==> config.mk <==
export PLATFORM = sky130hd
export DESIGN_NAME = bus_responder
export DESIGN_NICKNAME = d
export VERILOG_FILES = /design/src/rtl/bus_responder_pkg.sv /design/src/rtl/bus_responder_lane_aligner.sv /design/src/rtl/bus_responder.sv
export SDC_FILE = /design/constraint.sdc
export NUM_CORES = 1
export LEC_CHECK = 0
export CAP_MARGIN = 20
export CORE_ASPECT_RATIO = 0.6
export CORE_MARGIN = 8
export CORE_UTILIZATION = 40
export CTS_BUF_LIST = sky130_fd_sc_hd__clkbuf_4
export CTS_CLUSTER_SIZE = 40
export DETAILED_ROUTE_END_ITERATION = 7
export GPL_TIMING_DRIVEN = 0
export PLACE_DENSITY = 0.89
export SLEW_MARGIN = 20
export SYNTH_ARGS = -nofsm -noshare
export SYNTH_HDL_FRONTEND = slang
export SYNTH_SLANG_ARGS = --single-unit
==> constraint.sdc <==
create_clock -name clk -period 2.85 [get_ports clk]
set_input_delay 0.855 -clock clk [delete_from_list [all_inputs] [get_ports clk]]
set_output_delay 0.855 -clock clk [all_outputs]
set_load 0.005 [all_outputs]
==> src/rtl/bus_responder_pkg.sv <==
// Shared types for the bus responder: access sizes, FSM states and the
// request fields captured when a request is accepted in IDLE.
package busResponderGroup;

    typedef enum logic [1:0] {
        BYTE = 2'd0,
        HALF = 2'd1,
        WORD = 2'd2
    } accessSize;

    typedef enum logic [1:0] {
        ST_IDLE    = 2'd0,
        ST_WAIT    = 2'd1,
        ST_ACCESS  = 2'd2,
        ST_RESPOND = 2'd3
    } responderState;

    typedef struct packed {
        accessSize   size;
        logic        signedLoad;
        logic [1:0]  lane;
        logic [31:0] writeData;
        logic        isWrite;
        logic        isError;
    } requestFields;

    localparam int WAIT_CNT_W = 4;

    // A request is rejected when both strobes are set, the size code is
    // illegal, or the address is not naturally aligned for the size.
    function automatic logic isRejected(input logic       rd,
                                        input logic       wr,
                                        input logic [1:0] sizeCode,
                                        input logic [1:0] lane);
        logic bad;
        case (sizeCode)
            2'd0:    bad = 1'b0;
            2'd1:    bad = lane[0];
            2'd2:    bad = |lane;
            default: bad = 1'b1;
        endcase
        return bad | (rd & wr);
    endfunction

endpackage

==> src/rtl/bus_responder_lane_aligner.sv <==
// Byte-lane steering between the CPU's right-justified data and the
// word-organised RAM: store replication/byte enables and load extraction.
module laneAligner
    import busResponderGroup::*;
(
    input  accessSize   i_size,
    input  logic [1:0]  i_lane,
    input  logic        i_signedLoad,
    input  logic [31:0] i_storeData,
    input  logic [31:0] i_loadWord,
    output logic [31:0] o_storeData,
    output logic [3:0]  o_byteEn,
    output logic [31:0] o_loadData
);
    logic [7:0]  w_loadByte;
    logic [15:0] w_loadHalf;

    assign w_loadByte = i_loadWord[{i_lane, 3'b000} +: 8];
    assign w_loadHalf = i_lane[1] ? i_loadWord[31:16] : i_loadWord[15:0];

    // Store side: replicate narrow data across the word, enable only the target lanes.
    always_comb begin
        o_storeData = i_storeData;
        o_byteEn    = 4'b1111;
        case (i_size)
            BYTE: begin
                o_storeData = {4{i_storeData[7:0]}};
                o_byteEn    = 4'b0001 << i_lane;
            end
            HALF: begin
                o_storeData = {2{i_storeData[15:0]}};
                o_byteEn    = i_lane[1] ? 4'b1100 : 4'b0011;
            end
            default: ;
        endcase
    end

    // Load side: pick the addressed byte/half and sign- or zero-extend it.
    always_comb begin
        o_loadData = i_loadWord;
        case (i_size)
            BYTE:    o_loadData = {{24{i_signedLoad & w_loadByte[7]}}, w_loadByte};
            HALF:    o_loadData = {{16{i_signedLoad & w_loadHalf[15]}}, w_loadHalf};
            default: ;
        endcase
    end

endmodule

==> src/rtl/bus_responder.sv <==
// Memory-side bus responder: request latch, wait-state counter and the
// IDLE/WAIT/ACCESS/RESPOND sequencer driving a synchronous word RAM.
module bus_responder
    import busResponderGroup::*;
#(
    parameter int ADDR_WIDTH  = 14,
    parameter int WAIT_STATES = 1
) (
    input  logic                  clk,
    input  logic                  reset,
    input  logic [31:0]           address,
    input  logic                  readReq,
    input  logic                  writeReq,
    input  logic [1:0]            size,
    input  logic                  signedLoad,
    input  logic [31:0]           writeData,
    output logic                  ready,
    output logic                  error,
    output logic [31:0]           readData,
    output logic [ADDR_WIDTH-1:0] memAddress,
    output logic                  memReadEn,
    output logic                  memWriteEn,
    output logic [3:0]            memByteEn,
    output logic [31:0]           memWriteData,
    input  logic [31:0]           memReadData
);
    localparam logic [WAIT_CNT_W-1:0] WAIT_INIT = WAIT_CNT_W'(WAIT_STATES);

    responderState           r_state;
    responderState           w_nextState;
    requestFields            r_req;
    logic [ADDR_WIDTH-1:0]   r_wordAddr;
    logic [WAIT_CNT_W-1:0]   r_waitCnt;

    logic                    w_accept;
    logic                    w_reject;
    logic [31:0]             w_storeData;
    logic [31:0]             w_loadData;
    logic [3:0]              w_byteEn;
    logic                    w_unusedAddrBits;

    assign w_accept         = (r_state == ST_IDLE) && (readReq || writeReq);
    assign w_reject         = isRejected(readReq, writeReq, size, address[1:0]);
    // Address bits above the RAM's reach alias onto the same words.
    assign w_unusedAddrBits = ^address[31:ADDR_WIDTH+2];

    // Sequencer state register; reset returns to IDLE from anywhere.
    always_ff @(posedge clk or negedge reset) begin
        if (!reset) r_state <= ST_IDLE;
        else        r_state <= w_nextState;
    end

    // Capture the request in IDLE so the requester may drop its inputs afterwards.
    always_ff @(posedge clk or negedge reset) begin
        if (!reset) begin
            r_req      <= '0;
            r_wordAddr <= '0;
        end else if (w_accept) begin
            r_req.size       <= accessSize'(size);
            r_req.signedLoad <= signedLoad;
            r_req.lane       <= address[1:0];
            r_req.writeData  <= writeData;
            r_req.isWrite    <= writeReq;
            r_req.isError    <= w_reject;
            r_wordAddr       <= address[ADDR_WIDTH+1:2];
        end
    end

    // Wait-state down-counter: loaded on acceptance, counts down while in WAIT.
    always_ff @(posedge clk or negedge reset) begin
        if (!reset)                    r_waitCnt <= '0;
        else if (w_accept)             r_waitCnt <= WAIT_INIT;
        else if (r_state == ST_WAIT)   r_waitCnt <= r_waitCnt - 1'b1;
    end

    laneAligner u_laneAligner (
        .i_size       (r_req.size),
        .i_lane       (r_req.lane),
        .i_signedLoad (r_req.signedLoad),
        .i_storeData  (r_req.writeData),
        .i_loadWord   (memReadData),
        .o_storeData  (w_storeData),
        .o_byteEn     (w_byteEn),
        .o_loadData   (w_loadData)
    );

    // Next-state logic and output decode from the registered state.
    always_comb begin
        w_nextState  = r_state;
        ready        = 1'b0;
        error        = 1'b0;
        readData     = '0;
        memReadEn    = 1'b0;
        memWriteEn   = 1'b0;
        memByteEn    = '0;
        memWriteData = '0;
        case (r_state)
            ST_IDLE: begin
                if (w_accept) begin
                    if (w_reject)             w_nextState = ST_RESPOND;
                    else if (WAIT_STATES > 0) w_nextState = ST_WAIT;
                    else                      w_nextState = ST_ACCESS;
                end
            end
            ST_WAIT: begin
                if (r_waitCnt <= 4'd1) w_nextState = ST_ACCESS;
            end
            ST_ACCESS: begin
                memReadEn   = !r_req.isWrite;
                memWriteEn  = r_req.isWrite;
                if (r_req.isWrite) begin
                    memByteEn    = w_byteEn;
                    memWriteData = w_storeData;
                end
                w_nextState = ST_RESPOND;
            end
            ST_RESPOND: begin
                ready = 1'b1;
                error = r_req.isError;
                if (!r_req.isError && !r_req.isWrite) readData = w_loadData;
                w_nextState = ST_IDLE;
            end
            default: w_nextState = ST_IDLE;
        endcase
    end

    assign memAddress = r_wordAddr;

endmodule

**Run 1: the metal 1 layer**

Scale bar: 50 um. Supply wires on this layer in grey.
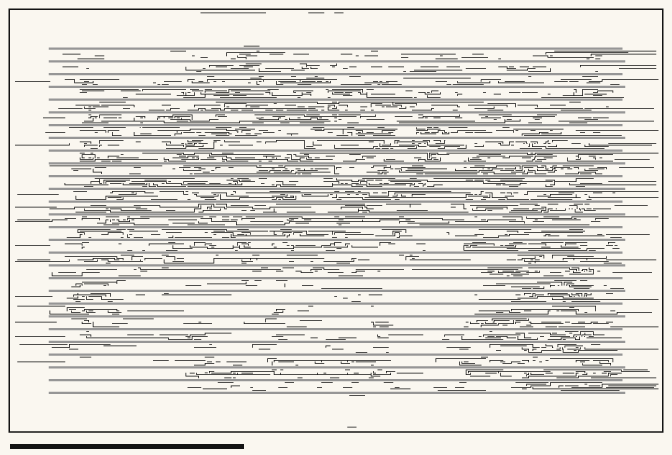
share of all routed wire: 39%
main direction: horizontal

**Run 1: the metal 2 layer**

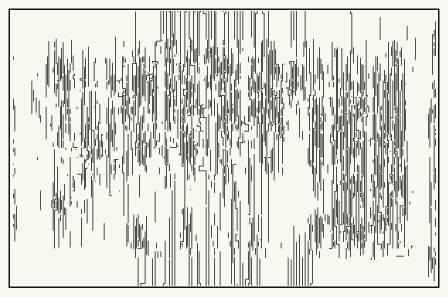
share of all routed wire: 48%
longest straight run: 41.1 um
nets with wire on the layer: 706
wire length on this layer: 7610 um
main direction: vertical

==> flow_summary_export.csv, run 1 <==
group,metric,value,unit
critical_path,cell_occurring_most_often_along_the_worst_timing_path,"sky130_fd_sc_hd__buf_6",
cts,cts_post_setup_buffers_inserted,23,
timing,period_needed,3110,ps
critical_path,path_class,"reg2out",
critical_path,cp_num_buf_inv,6,
final_layout,finished_core_util,69.6,%
floorplanning,placementRows,27,
flow_run,max_cap_violations,0,
cts,root_buffer,"sky130_fd_sc_hd__clkbuf_4",
final_layout,number_of_flip_flops_in_the_largest_register,39,
global_route,met1_use_gr,27.4,%
drt,detailroute.wirelength.met3,1620,um
critical_path,instance_count_on_the_critical_path,11,
flow_run,tool_warnings,48,
final_layout,tally_of_filler_cells_in_the_layout,706,
cts,cts-hold-fix-buffers,0,
final_layout,final_nets,811,
status,violated_checks,"negative setup slack",
critical_path,r2r_worst_path_depth,9,
synth,postSynthRegisterBits,59,
timing,postLayoutSetupSlackWorst,-264,ps
synth,post_synth_instance_area,3630,um2
critical_path,regToRegStartpoint,"r_state[1]",
timing,maximum_frequency_from_static_timing_analysis,321,MHz
timing,worst_slew_margin_rel,48.7,%
floorplanning,initCoreUtil,40.4,%
power,p_leak,0.00344,uW
critical_path,crit_path_start_kind,"flop",
power,power_density,930,nW/um2
timing,grt_setup_unrepaired,"yes",
placed_design,place.port_buffers,172,
synth,yosysUniqueCellTypes,42,
global_route,global_route.overflow_total,0,
final_layout,layout_top_cell,"sky130_fd_sc_hd__nand2_1",
global_route,grt-busiest-layer,"met2",
min_path,timing.hold.worst.class,"reg2reg",
critical_path,critPathCapture,"readData[29]",
timing,report.final.slew_viol_count,0,
power,report.power.total,5820,uW
global_route,grt_antenna_before_repair,0,
critical_path,critical_path.reg2reg.endpoint,"memAddress[13]",
final_layout,most_flops_register,"r_req",
timing,timing.final.setup_violations,30,
global_route,grt_max_degree,60,
synth,main_kind_of_combinational_logic_by_area,"simple AND/OR/NAND/NOR gates",
timing,fin_worst_skew,11.2,ps
synth,synthesis.area_per_instance,7.60,um2
critical_path,critPathTopFamily,"buffers and inverters",
drt,detailroute.via_count,4448,
status,run_status,"finished with violations",
critical_path,path_cells,"ha_2 -> or3b_4 -> buf_6 -> buf_6 -> nor2_4 -> buf_6 -> buf_6 -> buf_6 -> nand2_2 -> nand2_2 -> buf_2",
floorplanning,core_area,8990,um2
synth,synth.most_common_cell,"sky130_fd_sc_hd__nand2_1",
cts,clock_sinks,59,
drt,antenna_violating_nets_remaining,0,
synth,synthDominantCellAreaShare,40.6,%
synth,muxShareOfSynthArea,8.12,%
synth,post_synth_main_area_contributors,"sky130_fd_sc_hd__dfrtp_1 41%, sky130_fd_sc_hd__nand2_1 21%, sky130_fd_sc_hd__mux2i_1 5.2%",
placed_design,pre_cts_ws,-908,ps
global_route,use_met3,7.65,%
drt,post_drt_wl_per_cell,19.2,um
synth,synth_xor_xnor_area_share,0.723,%
synth,yosys-stat-cells,478,
timing,final_hold_violations,0,
**Run 1: met3 routing**

Scale bar: 50 um. Cells faint in the background.
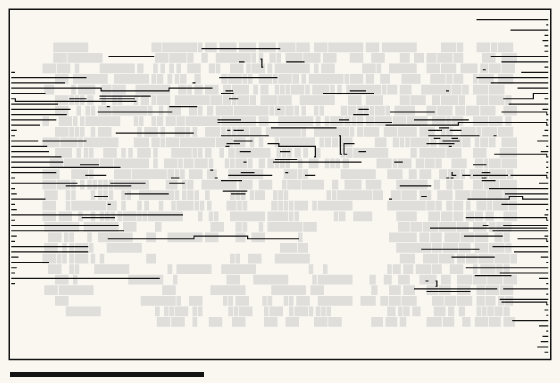
main direction: horizontal
longest straight run: 44.6 um
wire length on this layer: 1620 um
share of all routed wire: 10%
nets with wire on the layer: 174

run 1: area by class of cell:
class	instances	area (um2)	share of cell area, %
tap	116	145	2.32
multi-input combinational	379	2270	36.3
sequential	59	1480	23.6
timing repair buffer	216	1990	31.8
clock inverter	5	21.3	0.340
clock buffer	10	75.1	1.20
buffer	30	253	4.04
inverter	7	26.3	0.420
run 1: through the flow:
stage,instances,instance area [um2],hold slack [ps]
detailed placement,766,5500,462
global route,822,6250,501
global placement,766,5500,458
CTS,804,5880,484
floorplan,478,3630,445
finish,822,6250,479
run 1: power breakdown:
part | leakage (uW) | switching, uW | total [uW] | internal (uW)
sequential | 0.000728 | 334 | 1580 | 1250
combinational | 0.00265 | 1970 | 3770 | 1800
clock | 0.0000585 | 296 | 469 | 173
==> run 2, diff against run 1 <==
--- a/config.mk
+++ b/config.mk
@@ -5,9 +5,10 @@
 export SDC_FILE = /design/constraint.sdc
 export NUM_CORES = 1
 export LEC_CHECK = 0
+export ABC_CLOCK_PERIOD_IN_PS = 2850
 export CAP_MARGIN = 20
 export CORE_ASPECT_RATIO = 0.6
-export CORE_MARGIN = 8
+export CORE_MARGIN = 2
 export CORE_UTILIZATION = 40
 export CTS_BUF_LIST = sky130_fd_sc_hd__clkbuf_4
 export CTS_CLUSTER_SIZE = 40
==> run 2 against run 1 <==
  * The run still ends with negative setup slack left
  * Synthesized cell count did not move
  * Register-to-register slack got worse by 80 ps
  * Utilization rose by 2.1 points
  * Sequential power grew 3%
  * Clock power increased by 28%
  * Maximum frequency is 2.2% lower
  * Die size fell by 21%
  * Critical endpoint is now readData[25]
  * Largest power group unchanged
==> flow_summary_export.csv, run 2 <==
group,metric,value,unit
global_route,grt.total_usage,29.9,%
floorplanning,floorplan.tapcells,112,
critical_path,path_class,"reg2out",
timing,worst_case_hold_slack,386,ps
synth,synthDominantCellAreaShare,40.6,%
global_route,grt_antenna_before_repair,0,
synth,synth_async_sr_flop_share,100,%
synth,synth_xor_xnor_area_share,0.723,%
cts,cts-hold-fix-buffers,0,
cts,cts_resized,273,
power,pg_clk,601,uW
cts,clock_sinks,59,
power,seq_pwr,1620,uW
power,power.combinational.fraction,63.3,%
timing,timing.final.setup_violations,32,
flow_run,max_cap_violations,0,
final_layout,most_flops_register,"r_req",
power,power.clock.fraction,9.9,%
timing,period_needed,3180,ps
cts,cts_max_path_buffers,2,
status,violated_checks,"negative setup slack",
power,dominant_power_group,"combinational cells",
status,run_status,"finished with violations",
cts,tritoncts,"built",
drt,post_drt_wl_per_cell,18.9,um
synth,synth.cellmix.adderShare,2.07,%
cts,root_buffer,"sky130_fd_sc_hd__clkbuf_4",
synth,postSynthRegisterBits,59,
synth,main_kind_of_combinational_logic_by_area,"simple AND/OR/NAND/NOR gates",
final_layout,layout_top_cell,"sky130_fd_sc_hd__nand2_1",
final_layout,final.clkbuf_count,10,
cts,cts_post_setup_buffers_inserted,29,
global_route,grt_max_degree,60,
placed_design,pre_cts_ws,-939,ps
synth,yosys-stat-cells,478,
floorplanning,core_area,8650,um2
critical_path,r2r_worst_path_depth,9,
placed_design,dpl-instance-area,5520,um2
final_layout,n_diodes,0,
synth,synth.cellmix.simpleShare,31.4,%
power,pwr-share-seq,26.8,%
synth,synthesis.area_per_instance,7.60,um2
timing,postLayoutSetupSlackWorst,-335,ps
synth,synth.most_common_cell,"sky130_fd_sc_hd__nand2_1",
floorplanning,die_width,127,um
final_layout,clock_area_share,2.12,%
power,power_density,978,nW/um2
synth,post_synth_main_area_contributors,"sky130_fd_sc_hd__dfrtp_1 41%, sky130_fd_sc_hd__nand2_1 21%, sky130_fd_sc_hd__mux2i_1 5.2%",
synth,yosysUniqueCellTypes,42,
final_layout,top_area_cell_class,"multi-input combinational cells",
final_layout,syn2layout_area_growth,70.7,%
final_layout,tally_of_filler_cells_in_the_layout,612,
final_layout,postLayoutCellArea,6200,um2
critical_path,critPathCapture,"readData[25]",
final_layout,finish.cell_count_without_fillers,817,
critical_path,r2r_setup_slack,340,ps
critical_path,crit_path_start_kind,"flop",
floorplanning,io_pins,189,
final_layout,multi_input_comb_cells,379,
power,pg_comb,3840,uW
final_layout,final_nets,809,
synth,ys.flop_type,"sky130_fd_sc_hd__dfrtp_1",
power,switching_share,44.5,%
synth,post_synth_instance_area,3630,um2
global_route,global_route.overflow_total,0,
flow_run,tool_warnings,48,
cts,clock_tree.htree_level_count,3,
final_layout,nNonClkBuffers,244,
final_layout,inverters,7,
placed_design,post-place-cells,763,
final_layout,seq_area,1480,um2
critical_path,regToRegStartpoint,"r_state[1]",
timing,fin_worst_skew,18.6,ps
floorplanning,chip_area,9890,um2
timing,maximum_frequency_from_static_timing_analysis,314,MHz
timing,grt_setup_unrepaired,"yes",
final_layout,finished_core_util,71.7,%
drt,detailroute.via_count,4592,
synth,yosys.area.top_type,"sky130_fd_sc_hd__dfrtp_1",
timing,worst_slew_margin_rel,51.1,%
drt,drt_pass1_iterations,8,
final_layout,seqAreaFraction,23.8,%
critical_path,critical_path.reg2reg.endpoint,"r_req[3]",
final_layout,number_of_flip_flops_in_the_largest_register,39,
critical_path,critical_path.endpoint_type,"primary output",
power,report.power.total,6070,uW
power,p_sw,2700,uW
final_layout,area_taken_by_multi_input_logic_gates,2230,um2
min_path,timing.hold.worst.class,"in2async",
timing,report.final.slew_viol_count,0,
floorplanning,placementRows,26,
power,p_leak,0.00328,uW
final_layout,nonClkBufAreaFrac,35.4,%
timing,final_hold_violations,0,
power,internal-power,3370,uW
final_layout,n_sequential_cell,59,
final_layout,area.share.combinational,35.9,%
synth,muxShareOfSynthArea,8.12,%
placed_design,place.port_buffers,172,
drt,antenna_violating_nets_remaining,0,
floorplanning,initCoreUtil,42.0,%
run 2: worst max-delay path: stages (launching register included):
cell                      delay, ps
sky130_fd_sc_hd__dfrtp_1        390
sky130_fd_sc_hd__ha_2           190
sky130_fd_sc_hd__or3b_1         360
sky130_fd_sc_hd__buf_6          140
sky130_fd_sc_hd__nor3b_4        240
sky130_fd_sc_hd__o31ai_4        150
sky130_fd_sc_hd__buf_6          170
sky130_fd_sc_hd__buf_6          120
sky130_fd_sc_hd__nand2_2         40
sky130_fd_sc_hd__buf_2          100
run 2: per-layer routing:
metal  routed length (um)  global-route usage, %
met1                 6290                   39.2
met2                 7010                   48.5
met4                  425                   8.57
met3                 1740                   8.21
met5                    0                      0
**Run 2: the metal 4 layer**

Supply wires on this layer in grey.
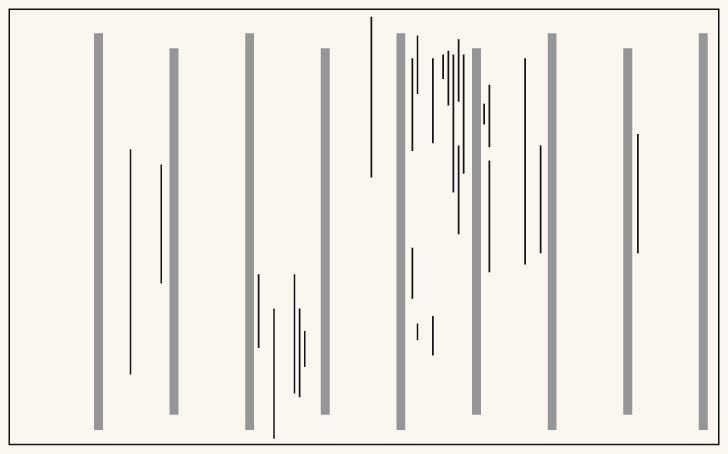
nets with wire on the layer: 24
main direction: vertical

**Run 2: the metal 2 layer**

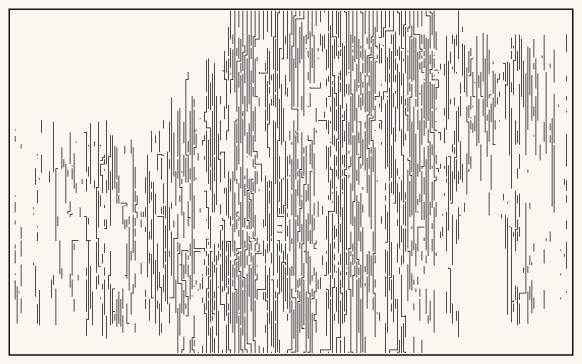
main direction: vertical
nets with wire on the layer: 686
share of all routed wire: 45%
longest straight run: 43.5 um

==> run 3, diff against run 2 <==
==> constraint.sdc (replaced) <==
create_clock -name clk -period 2.85 [get_ports clk]
set_input_delay 0.855 -clock clk [delete_from_list [all_inputs] [get_ports clk]]
set_output_delay 0.855 -clock clk [all_outputs]
set_load 0.01 [all_outputs]
==> run 3 against run 2 <==
  * The flow still finishes with violations (negative setup slack)
  * Sequential power hardly changed
  * Clock-buffer cell count did not move
  * Register-to-register slack better by 300 ps
  * Total power decreased by 0.43%
  * Maximum frequency fell by 0.61%
  * Utilization down 0.38 points
  * Clock power fell by 1%
  * Critical path depth unchanged
  * Synthesized cell count is the same
  * Worst hold slack better by 17 ps
  * Synthesized area stayed put
  * Via count down 0.98%
  * Critical endpoint is now readData[29]
  * Highest routed layer unchanged
==> flow_summary_export.csv, run 3 <==
group,metric,value,unit
global_route,grt.total_usage,28.9,%
final_layout,postLayoutCellArea,6170,um2
power,pwr-share-seq,27.1,%
global_route,global_route.overflow_total,0,
critical_path,instance_count_on_the_critical_path,9,
timing,final_hold_violations,0,
placed_design,post-place-cells,763,
timing,worst_slew_margin_rel,55.3,%
critical_path,cp_num_buf_inv,4,
cts,cts_resized,263,
power,power.clock.fraction,9.8,%
final_layout,layout_top_cell,"sky130_fd_sc_hd__nand2_1",
drt,top_layer_used,"met4",
final_layout,most_flops_register,"r_req",
floorplanning,floorplan.die.height,77.8,um
cts,clock_sinks,59,
power,switching_share,45.4,%
synth,yosys-stat-cells,478,
critical_path,critPathTopFamily,"simple AND/OR/NAND/NOR gates",
timing,timing.final.setup_violations,35,
synth,yosysSeqAreaShare,40.6,%
final_layout,finished_core_util,71.3,%
status,run_status,"finished with violations",
final_layout,syn2layout_area_growth,69.8,%
global_route,grt_max_degree,60,
floorplanning,initCoreUtil,42.0,%
drt,drt_pass1_iterations,7,
synth,synthesis.area_per_instance,7.60,um2
floorplanning,io_pins,189,
drt,detailroute.via_count,4547,
critical_path,path_class,"reg2out",
timing,maximum_frequency_from_static_timing_analysis,312,MHz
synth,synth.most_common_cell,"sky130_fd_sc_hd__nand2_1",
critical_path,cpPeakStageDelay,390,ps
global_route,use_met3,7.45,%
power,pg_comb,3810,uW
floorplanning,chip_area,9890,um2
placed_design,dpl-instance-area,5520,um2
timing,period_needed,3200,ps
synth,ys.flop_type,"sky130_fd_sc_hd__dfrtp_1",
final_layout,n_diodes,0,
timing,postLayoutSetupSlackWorst,-354,ps
synth,yosys.area.top_type,"sky130_fd_sc_hd__dfrtp_1",
synth,post_synth_main_area_contributors,"sky130_fd_sc_hd__dfrtp_1 41%, sky130_fd_sc_hd__nand2_1 21%, sky130_fd_sc_hd__mux2i_1 5.2%",
power,p_leak,0.00317,uW
power,p_sw,2740,uW
critical_path,critical_path.reg2reg.endpoint,"r_req[3]",
power,report.power.total,6040,uW
final_layout,number_of_flip_flops_in_the_largest_register,39,
flow_run,max_cap_violations,0,
cts,tritoncts,"built",
floorplanning,placementRows,26,
cts,clock_tree.htree_level_count,3,
floorplanning,core_area,8650,um2
critical_path,critPathCapture,"readData[29]",
drt,detailroute.wirelength.met3,1650,um
critical_path,r2r_worst_path_depth,7,
flow_run,tool_warnings,48,
timing,worst_case_hold_slack,403,ps
critical_path,startpoint,"r_state[1]",
synth,postSynthRegisterBits,59,
cts,root_buffer,"sky130_fd_sc_hd__clkbuf_4",
synth,yosysUniqueCellTypes,42,
final_layout,finish.cell_count_without_fillers,812,
cts,cts_max_path_buffers,2,
global_route,met1_use_gr,38.3,%
floorplanning,die_width,127,um
critical_path,regToRegStartpoint,"r_state[1]",
placed_design,place.port_buffers,172,
global_route,grt-busiest-layer,"met2",
critical_path,r2r_setup_slack,640,ps
timing,timing.setup.tns,-5790,ps
cts,cts_post_setup_buffers_inserted,25,
final_layout,final_nets,804,
global_route,grt_use_met2,44.6,%
power,pg_clk,592,uW
timing,report.final.slew_viol_count,0,
drt,antenna_violating_nets_remaining,0,
critical_path,critical_path.endpoint_type,"primary output",
placed_design,pre_cts_ws,-975,ps
global_route,grt_antenna_before_repair,0,
min_path,timing.hold.worst.class,"in2async",
critical_path,crit_path_start_kind,"flop",
status,violated_checks,"negative setup slack",
synth,synthDominantCellAreaShare,40.6,%
synth,synth_async_sr_flop_share,100,%
power,seq_pwr,1640,uW
power,power.combinational.fraction,63.1,%
drt,met2_length,6680,um
[run 3: area by class of cell]
class / instances / area, um2
fill: 633 / 2480
multi-input combinational: 379 / 2220
timing repair buffer: 210 / 1950
sequential: 59 / 1480
buffer: 29 / 218
tap: 112 / 140
clock buffer: 10 / 75.1
clock inverter: 6 / 56.3
inverter: 7 / 30.0
[run 3: logic make-up (layout without fill, tap and decap cells)]
| group | Yosys count | count (layout) | share of synthesized area [%] |
|---|---|---|---|
| buf+inv | 40 | 262 | 5.06 |
| mux | 28 | 28 | 8.12 |
| simple gates | 278 | 278 | 31.4 |
| xor+xnor | 3 | 3 | 0.723 |
| compound gates | 64 | 64 | 12.0 |
| flops | 59 | 59 | 40.6 |
| fa+ha+maj | 6 | 6 | 2.07 |
**Run 3: the metal 2 layer**

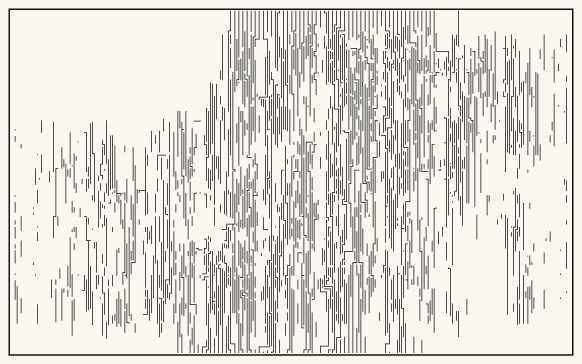
wire length on this layer: 6680 um
share of all routed wire: 44%
main direction: vertical
longest straight run: 32.0 um
nets with wire on the layer: 684

**Run 3: the metal 1 layer**

Scale bar: 50 um. Supply wires on this layer in grey.
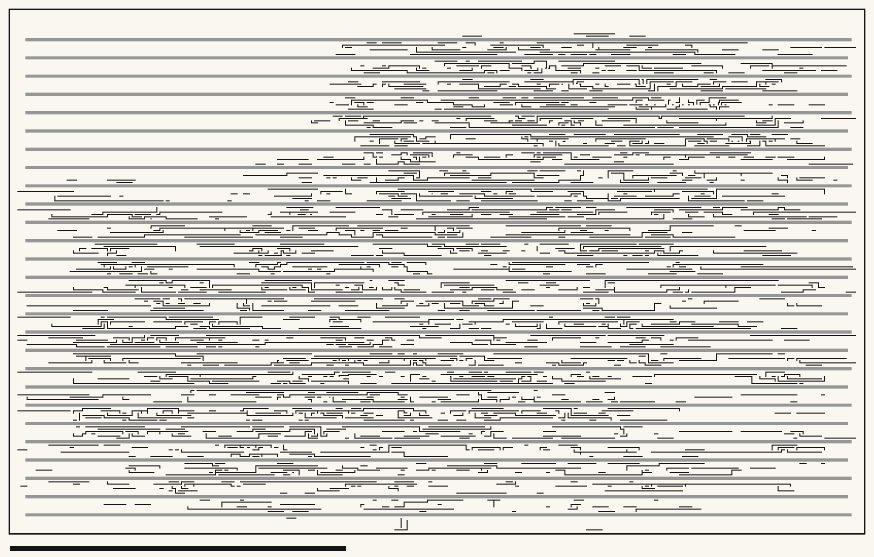
main direction: horizontal
wire length on this layer: 6240 um
nets with wire on the layer: 707
longest straight run: 43.7 um


==> gallery <==
The clock network.
panel A
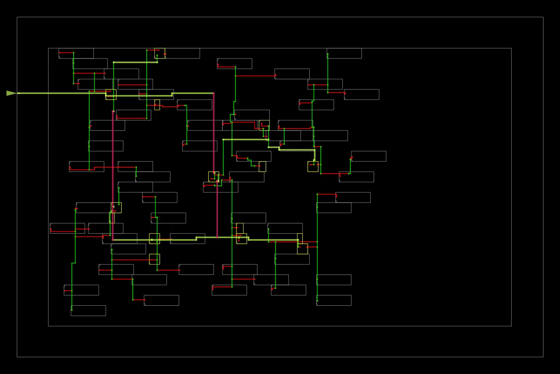
panel B
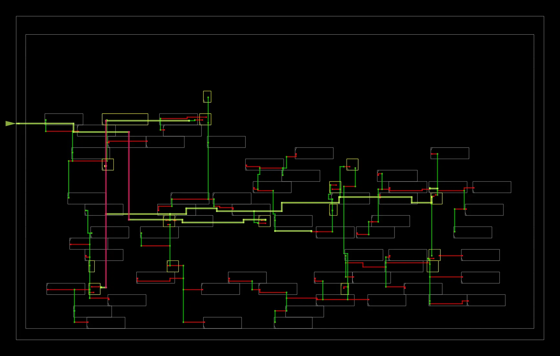
panel B -> run 3
panel A -> run 1

Power figures rest on the tool's default switching activity, not on a simulated workload.
